==> config.mk <==
export PLATFORM = sky130hd
export DESIGN_NAME = fwd_hazard_unit
export DESIGN_NICKNAME = d
export VERILOG_FILES = /design/src/rtl/fwd_hazard_unit.sv
export SDC_FILE = /design/constraint.sdc
export NUM_CORES = 1
export LEC_CHECK = 0
export CAP_MARGIN = 20
export CORE_ASPECT_RATIO = 0.9
export CORE_MARGIN = 1
export CORE_UTILIZATION = 29
export CTS_CLUSTER_DIAMETER = 30
export DETAILED_ROUTE_END_ITERATION = 12
export PLACE_DENSITY = 0.57
export SKIP_CTS_REPAIR_TIMING = 1
export SLEW_MARGIN = 30
export SYNTH_ARGS = -nofsm -noshare
export SYNTH_HDL_FRONTEND = slang
export SYNTH_SLANG_ARGS = --single-unit
==> constraint.sdc <==
create_clock -name clk -period 5.1 [get_ports clk]
set_input_delay 1.53 -clock clk [delete_from_list [all_inputs] [get_ports clk]]
set_output_delay 1.53 -clock clk [all_outputs]
set_load 0.02 [all_outputs]
==> images/met1.png <==
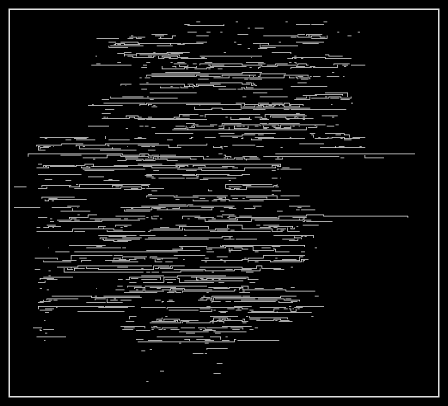
longest straight run = 37.3 um
wire length on this layer = 4,110 um
share of all routed wire = 49%
Post-Route WL: 8.438 mm
Vias: 2,684
met1 Use GR: 19.74%

==> images/met2.png <==
The bar under the picture is 20 um long. Cells faint in the background.
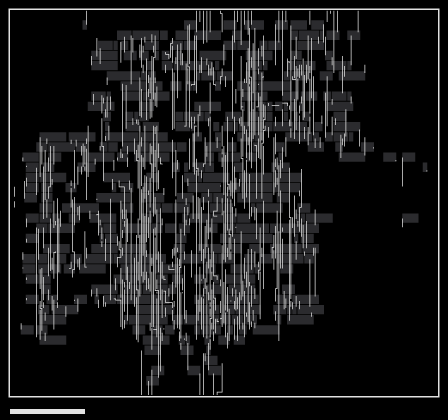
nets with wire on the layer = 356
share of all routed wire = 46%
main direction = vertical
longest straight run = 45.2 um
M2 GR Usage: 23.40%

==> GITHUB_STEP_SUMMARY <==
## Synthesis and layout report

| Metric | Value |
|---|---|
| Run status | finished, final reports clean |
| Hold slack | 0.4874 ns |
| Family with the most delay on the worst path | buffers and inverters |
| Non-CTS inverters | 4 |
| Finished Cell Area | 4258 um^2 |
| Antenna Violating Nets Remaining | 0 |
| CORE AREA | 10,950 um^2 |
| Highest cell delay on the worst timing path | 0.46 ns |
| CP Launch Type | input port |
| WL met3 | 245 um |
| Wirelength per Cell | 15.09 um |
| Top power consumer group | the clock network |
| Maxcap violations | 0 |
| Floorplan core density | 30.21% |
| Log Warnings | 26 |
| Yosys top cell by instances | dfxtp_1 |
| Signal buf overhead | 14.46% |
| Comb pwr share | 7.3% |
| Reg2Reg Depth | 8 |
| Critical Path, Cell by Cell | clkdlybuf4s50_1 > xor2_1 > or4_1 > o22ai_2 > and2_4 > o21ai_0 > a211oi_2 > buf_4 |
| Hold Path Depth | 1 |
| Io pins | 49 |
| And+or+nand+nor area frac | 18.65% |
| Comb area | 1987 um^2 |
| Ys flops | 57 |
| Remaining DRCs | 0 |
| Seq pwr share | 39.9% |
| Pre-CTS WS | -0.6408 ns |
| Cell count in the Yosys report | 358 |
| Sequential area share after synthesis | 34.51% |
| CTS tree | yes |
| Number of port buffers | 46 |
| Global-route wire length before repair | 13.17 mm |
| Warnings from Yosys | 0 |
| Final setup fails | 0 |
| Worst-margin pin slew | 0.6671 ns |
| Worst hold path type | reg -> reg |
| Critical path capture point type | output pin |
| Pin count of the biggest net entering global routing | 40 |
| Clk_lat worst skew | 0.32 ns |
| Max Slew Vio Count | 0 |
| Syn Area/Cell | 9.237 um^2 |
| Fillers | 1,075 |
| Share of layout cells above drive strength 1 | 16.71% |
| Final HPWL DP | 6.185 mm |
| # clock sinks | 57 |
| Commonest cells post-synth | 57 x dfxtp_1, 42 x nor2_1, 31 x xnor2_1 |
| GPL Wtd Cong | 0.8402 |
| Comb area share | 46.66% |
| Vias in the first global route | 2,499 |
| Tmin final | 5.013 ns |
| WS Path Type | in -> out |
| Met3 Use GR | 3.147% |
| Gr usage total | 14.89% |
| Die ar. | 11,830 um^2 |
| Max-area cell share | 34.51% |
| Clk. pwr | 0.000610 W |
| CP Buf/Inv Count | 2 |
| Clock group share of total power | 52.8% |
| Via density | 4.801 |
| Ys flop type | dfxtp_1 |
| Setup TNS | 0 ns |
| Placed insts | 543 |
| Reg clk slew, reported paths | 0.05 ns |
| Total power | 0.001155 W |
| Peak supply drop | 0.1586 mV |
| Inserted Clock Buffers | 9 |
| Most frequent cells in the layout | 57 x dfxtp_1, 42 x nor2_1, 39 x clkdlybuf4s50_1 |
| Cell Rows | 36 |
| Flip-flops with a built-in enable | 0 |
| Layout area overhead | 28.76% |
| Switch share | 21.01% |
| Metal1 wirelength | 4.106 mm |
| Fin cells | 559 |
| Async SR Flop Fraction | 0% |
| Top logic family | simple AND/OR/NAND/NOR gates |
| DR top layer | met4 |
| Post-layout period usage of the worst path | 98.29% |
| Post-synth cell types | 50 |
| Top cells by area | dfxtp_1 35%, xnor2_1 8.2%, mux2i_1 6.7%, xor2_1 6.4%, a22o_1 5.0% |
| DR iter-0 viols | 99 |
| Worst Path Required | 3.57 ns |
| Htree depth | 3 |
| Register area | 1141 um^2 |
| Clock Tree Root | clkbuf_16 |
No activity file was given, so power comes from the tool's default toggle rates.
